File: config.mk
export PLATFORM = sky130hd
export DESIGN_NAME = restoring_div8
export DESIGN_NICKNAME = d
export VERILOG_FILES = /design/src/rtl/arith_pkg.sv /design/src/rtl/sub_borrow.sv /design/src/rtl/restoring_div8.sv
export SDC_FILE = /design/constraint.sdc
export NUM_CORES = 1
export LEC_CHECK = 0
export CAP_MARGIN = 20
export CORE_MARGIN = 5
export CORE_UTILIZATION = 47
export CTS_BUF_LIST = sky130_fd_sc_hd__clkbuf_4 sky130_fd_sc_hd__clkbuf_8 sky130_fd_sc_hd__clkbuf_16
export DETAILED_ROUTE_END_ITERATION = 10
export GPL_ROUTABILITY_DRIVEN = 0
export PLACE_DENSITY_LB_ADDON = 0.1
export SLEW_MARGIN = 25
export SYNTH_ARGS = -nofsm -noshare
export SYNTH_HDL_FRONTEND = slang
export SYNTH_SLANG_ARGS = --single-unit
File: constraint.sdc
create_clock -name clk -period 4.2 [get_ports clk]
set_clock_uncertainty 0.05 [all_clocks]
set_input_delay 1.05 -clock clk [delete_from_list [all_inputs] [get_ports clk]]
set_output_delay 1.05 -clock clk [all_outputs]
set_load 0.02 [all_outputs]
File: src/rtl/arith_pkg.sv
// Shared arithmetic-unit definitions: divider FSM encoding and default operand width.
package arith_pkg;

    localparam int DIV_WIDTH = 8;

    typedef enum logic [1:0] {
        IDLE = 2'd0,
        CALC = 2'd1,
        FIN  = 2'd2
    } div_state_t;

endpackage

File: src/rtl/sub_borrow.sv
// Combinational (WIDTH+1)-bit subtractor a - b, formed as a + ~b + 1 on the CLA
// generate/propagate carry structure; borrow is the sign bit of the difference.
module sub_borrow #(
    parameter int WIDTH = 8
) (
    input  logic [WIDTH:0]   a,
    input  logic [WIDTH:0]   b,
    output logic [WIDTH-1:0] diff,
    output logic             borrow
);

    logic [WIDTH:0] nb;
    logic [WIDTH:0] g;
    logic [WIDTH:0] p;
    logic [WIDTH:0] c;
    logic [WIDTH:0] sum;

    always_comb begin
        nb   = ~b;
        g    = a & nb;
        p    = a ^ nb;
        c    = '0;
        c[0] = 1'b1;
        for (int i = 0; i < WIDTH; i++) begin
            c[i+1] = g[i] | (p[i] & c[i]);
        end
        sum    = p ^ c;
        diff   = sum[WIDTH-1:0];
        // a < 2*b always holds in the divider, so the top bit is a clean borrow flag
        borrow = sum[WIDTH];
    end

endmodule

File: src/rtl/restoring_div8.sv
// Iterative unsigned restoring divider: one shift-subtract step per clock,
// quotient/remainder returned with a one-cycle done pulse.
module restoring_div8
    import arith_pkg::*;
#(
    parameter int WIDTH = DIV_WIDTH
) (
    input  logic             clk,
    input  logic             rst_n,
    input  logic             start,
    input  logic [WIDTH-1:0] dividend,
    input  logic [WIDTH-1:0] divisor,
    output logic             busy,
    output logic             done,
    output logic [WIDTH-1:0] quotient,
    output logic [WIDTH-1:0] remainder,
    output logic             div_by_zero
);

    localparam int CW = $clog2(WIDTH) + 1;
    localparam logic [CW-1:0] LAST = CW'(WIDTH - 1);

    div_state_t       state;
    logic [WIDTH-1:0] rem;
    logic [WIDTH-1:0] q;
    logic [WIDTH-1:0] dvsr;
    logic             dz;
    logic [CW-1:0]    count;

    logic [WIDTH-1:0] trial;
    logic             borrow;
    logic [WIDTH-1:0] rem_next;
    logic [WIDTH-1:0] q_next;
    logic             accept;

    sub_borrow #(.WIDTH(WIDTH)) u_sub (
        .a      ({rem, q[WIDTH-1]}),
        .b      ({1'b0, dvsr}),
        .diff   (trial),
        .borrow (borrow)
    );

    assign rem_next = borrow ? {rem[WIDTH-2:0], q[WIDTH-1]} : trial;
    assign q_next   = {q[WIDTH-2:0], ~borrow};
    // The done cycle is still part of the finishing handshake, so a start there is dropped.
    assign accept   = (state == IDLE) && start && !done;

    always_ff @(posedge clk) begin
        if (!rst_n) begin
            state       <= IDLE;
            busy        <= 1'b0;
            done        <= 1'b0;
            div_by_zero <= 1'b0;
            quotient    <= '0;
            remainder   <= '0;
            count       <= '0;
            dz          <= 1'b0;
        end else begin
            done <= 1'b0;
            case (state)
                IDLE: begin
                    if (accept) begin
                        busy        <= 1'b1;
                        div_by_zero <= 1'b0;
                        count       <= '0;
                        dvsr        <= divisor;
                        if (divisor == '0) begin
                            q     <= '1;
                            rem   <= dividend;
                            dz    <= 1'b1;
                            state <= FIN;
                        end else begin
                            q     <= dividend;
                            rem   <= '0;
                            dz    <= 1'b0;
                            state <= CALC;
                        end
                    end
                end
                CALC: begin
                    rem   <= rem_next;
                    q     <= q_next;
                    count <= count + 1'b1;
                    if (count == LAST) begin
                        state <= FIN;
                    end
                end
                FIN: begin
                    done        <= 1'b1;
                    busy        <= 1'b0;
                    quotient    <= q;
                    remainder   <= rem;
                    div_by_zero <= dz;
                    state       <= IDLE;
                end
                default: state <= IDLE;
            endcase
        end
    end

endmodule

Run 1, register map, names as in the netlist:
(6 px per um) Other sequential cells in the stronger gray, the rest of the logic in the fainter gray.
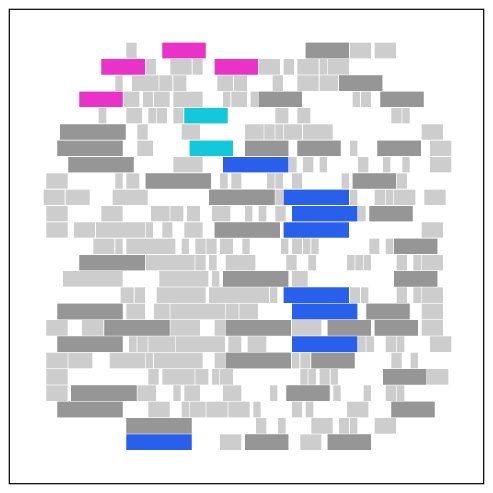
q: in blue, sequential cells 8. state: in cyan, sequential cells 2. count: in magenta, sequential cells 4.
Another 36 sequential cells are not colored.

Run 1, cell classes on the final placement:
(6 px per um) Fill, decap, tap and diode cells in gray.
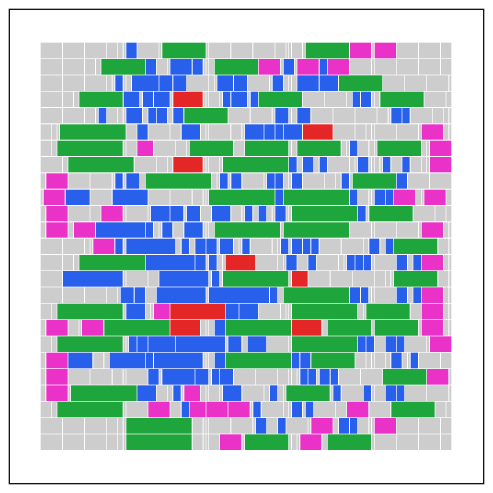
combinational and other logic: in blue, cells 155, share of their area 36%. remaining buffers and delay cells: in magenta, cells 41, share of their area 14%. sequential cells: in green, cells 50, share of their area 45%. clock drivers and dummy loads: in red, cells 8, share of their area 4.2%.
final core utilization: 0.6078
core footprint: 4661 sq um

==> out/qor.yml, run 1 <==
die:
  die_h_um: 78.82
  design.die.area_sq_um: 6213
sta:
  timing.final.max_slew_violations: 0
  final_critical_path_setup_slack_ns: 0.1019
  max_clock_freq_mhz: 244.0
  tightest_slew_ns: 0.8764
setup_path:
  critical_path.most_common_cell: "fa_2"
  crit_type: "flop to flop"
  largest_incremental_delay_on_the_critical_path_ns: 0.46
  cp_slowest_cell: "fa_2"
synth:
  top_logic_kind: "simple AND/OR/NAND/NOR gates"
  synth_cell_types: 35
  yosys_register_bits: 50
  synth.cell_area_sq_um: 2226
  postSynthSeqShare: 0.5576
  simple_gate_share: 0.1951
routing:
  top_layer_used: "met4"
  wl_met2_mm: 2.081
status:
  status: "complete, no violations"
global_route:
  grt_util_met3: 0.04762
  globalRouteMet2Util: 0.2521
  grt_start_max_net_pins: 25
power_and_ir_drop:
  power_density_cells_nw_per_um2: 368.2
  static-leakage-power_nw: 1.060
final_layout:
  multi_input_comb_area_sq_um: 970.9
  top_area_cell_class: "sequential cells"
  final.signal_inverter_count: 10
flow_run:
  warning_count: 27
Run 1, clock wires, drivers and flops:
(8 px per um)
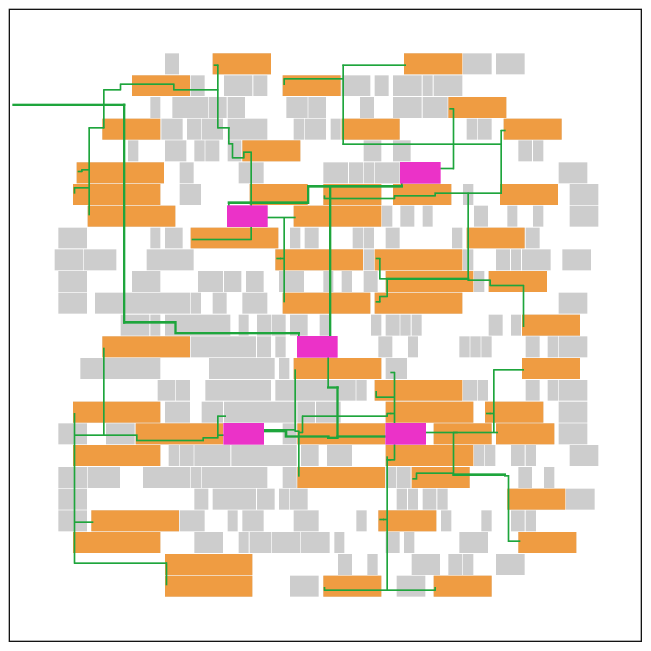
clock drivers: in magenta, count 5. clock wires: in green, length 572 um. flip-flops: in orange, count 50.
There are 6 routed clock nets. Position of the flops: spread over the die.
clock share of power: 0.314
power in the clock group: 0.000327 W
worst-skew pair later-pin latency: 0.30 ns

==> run 1: power groups by stage <==
stage	sequential (W)	combinational [W]	clock, W
floorplan	0.000565	0.0000930	0
global placement	0.000569	0.000139	0
detailed placement	0.000570	0.000139	0
CTS	0.000561	0.000151	0.000339
global route	0.000565	0.000171	0.000363
finish	0.000562	0.000154	0.000327
==> run 1: final timing paths <==
check,from,endpoint,cells past startpoint
max,q[7],rem[0],12
min,remainder[1],remainder[1],2
max reg2reg,q[7],rem[0],12
min reg2reg,remainder[1],remainder[1],2
==> run 1: cells in the mapped netlist, types with 5 or more instances <==
master,count,area [sq um]
fa_1,7,140.1
a211o_1,8,70.07
inv_1,10,37.54
dfxtp_1,26,520.5
nand3_1,5,25.02
clkbuf_1,7,26.28
nand2_1,36,135.1
a21oi_1,28,140.1
edfxtp_1,24,720.7
and3_1,8,50.05
nor2_1,18,67.56
nor3_1,8,40.04
==> run 1: metrics by stage <==
| stage | TNS (ns) | hold slack, ns | instances | power (W) |
|---|---|---|---|---|
| 2_1_floorplan | 0 | 0.3822 | 216 | 0.0006578 |
| 3_3_place_gp | -1.198 | 0.3925 | 298 | 0.0007079 |
| 3_5_place_dp | -1.479 | 0.3970 | 298 | 0.0007090 |
| 4_1_cts | 0 | 0.4098 | 307 | 0.001051 |
| 5_1_grt | -0.02813 | 0.4237 | 308 | 0.001099 |
| 6_report | 0 | 0.4062 | 308 | 0.001043 |
==> run 1: critical path, delay by kind of cell, from the launching register on <==
family | cells | cell delay, ns
xor gates and xnor gates | 1 | 0.22
DFF | 1 | 0.35
adders and majority gates | 8 | 2.69
buffers and inverters | 1 | 0.05
AOI/OAI and AO/OA | 1 | 0.26
and+or+nand+nor | 1 | 0.22
## Run 2: what changed since run 1
--- a/config.mk
+++ b/config.mk
@@ -5,7 +5,7 @@
 export SDC_FILE = /design/constraint.sdc
 export NUM_CORES = 1
 export LEC_CHECK = 0
-export CAP_MARGIN = 20
+export CAP_MARGIN = 30
 export CORE_MARGIN = 5
 export CORE_UTILIZATION = 47
 export CTS_BUF_LIST = sky130_fd_sc_hd__clkbuf_4 sky130_fd_sc_hd__clkbuf_8 sky130_fd_sc_hd__clkbuf_16
Run 2, routing congestion map:
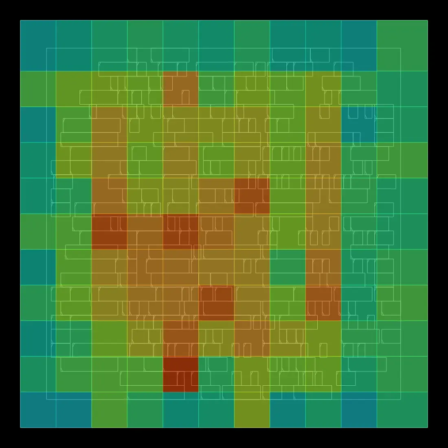
final core utilization: 0.6121
met2 track demand over resource in global routing: 0.2564
average detailed-routed wire length per instance: 15.24 um
met3 track demand over resource: 0.04082
global-route total usage across every layer: 0.1611

Run 2, floorplan with the power grid:
(4 px per um) Pins as bars on the die edge.
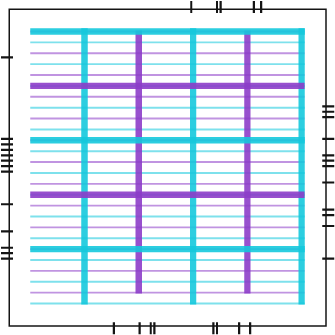
VSS: in cyan. VDD: in purple.
26 met1 rails follow the rows. 5 straps on met5. 38 signal pins sit on the boundary. The core has 25 rows.

==> out/qor.yml, run 2 <==
status:
  status: "complete, no violations"
synth:
  synth_area_leader_cell: "edfxtp_1"
  synthTopCellsByArea: "edfxtp_1 32%, dfxtp_1 23%, a21oi_1 6.3%"
  synth.cell_area_sq_um: 2226  # unchanged
  yosys_register_bits: 50  # unchanged
  synth_top_area_share: 0.3238  # unchanged
  top_count_cell_post_synth: "nand2_1"
  synth.top_cells.by_count: "36 x nand2_1, 28 x a21oi_1, 26 x dfxtp_1"
sta:
  final_critical_path_setup_slack_ns: 0.1139  # +0.01206 ns
global_route:
  grt_start_max_net_pins: 25  # unchanged
place:
  post-place-cells: 299  # +0.34%
die:
  die_h_um: 78.82  # unchanged
  core_sq_um: 4661  # unchanged
power_and_ir_drop:
  static-leakage-power_nw: 1.060  # about the same
  post_layout_total_power_w: 0.001049  # +0.58%
flow_run:
  warning_count: 26  # -3.7%
setup_path:
  largest_incremental_delay_on_the_critical_path_ns: 0.46  # about the same
  cp_slowest_cell: "fa_2"
  crit_type: "flop to flop"
final_layout:
  final-instance-count-excl-fill: 309  # +0.32%
## run 2: routing by layer
layer / up-vias / part of all wire
li1: 828 / -
met1: 787 / 0.46
met2: 47 / 0.46
met3: 7 / 0.061
met4: 0 / 0.013
met5: - / 0
## run 2: layout make-up
type                       instances  area, sq um
multi-input combinational        145        983.4
tap                               54        67.56
timing repair buffer              42        407.9
fill                             398         1808
inverter                          10        37.54
clock buffer                       8        115.1
sequential                        50         1241
## run 2: path summary, 6_finish.rpt
| path | from | end | slack, ns | depth (start not counted) |
|---|---|---|---|---|
| setup reg to reg | q[7] | rem[5] | 0.11 | 12 |
| hold / removal | remainder[5] | remainder[5] | 0.40 | 2 |
| setup / recovery | q[7] | rem[5] | 0.11 | 12 |
| hold reg to reg | remainder[5] | remainder[5] | 0.40 | 2 |
## run 2: report_power, final
part	total, W	internal, W	switching (W)	leakage, nW
registers	0.000562	0.000542	0.0000207	0.437
logic	0.000157	0.0000720	0.0000853	0.563
clock network	0.000330	0.000177	0.000153	0.0601
total	0.00105	0.000790	0.000259	1.06
## run 2: what timing repair did
item | CTS | global route
pin swaps | 1 | 8
gates resized | 6 | 5
hold endpoints to repair | 0 | 0
gates cloned | 1 | 1
setup endpoints to repair | 9 | 9
## run 2: logic make-up after synthesis
group           after synthesis  share of synthesized area
simple gates                 89                     0.1951
flops                        50                     0.5576
buf+inv                      23                    0.04441
compound gates               43                     0.1203
fa+ha+maj                     9                    0.07420
xor+xnor                      1                   0.003936
mux                           1                   0.004497
## run 2: critical path, delay by kind of cell (launching register included)
family | cells | cell delay (ns)
buffers and inverters | 1 | 0.05
AND-OR/OR-AND | 1 | 0.26
AND/OR/NAND/NOR | 1 | 0.18
flip-flops | 1 | 0.36
adder cells (fa/ha/maj) | 8 | 2.71
XOR/XNOR | 1 | 0.23
Power and IR drop assume default switching activity.
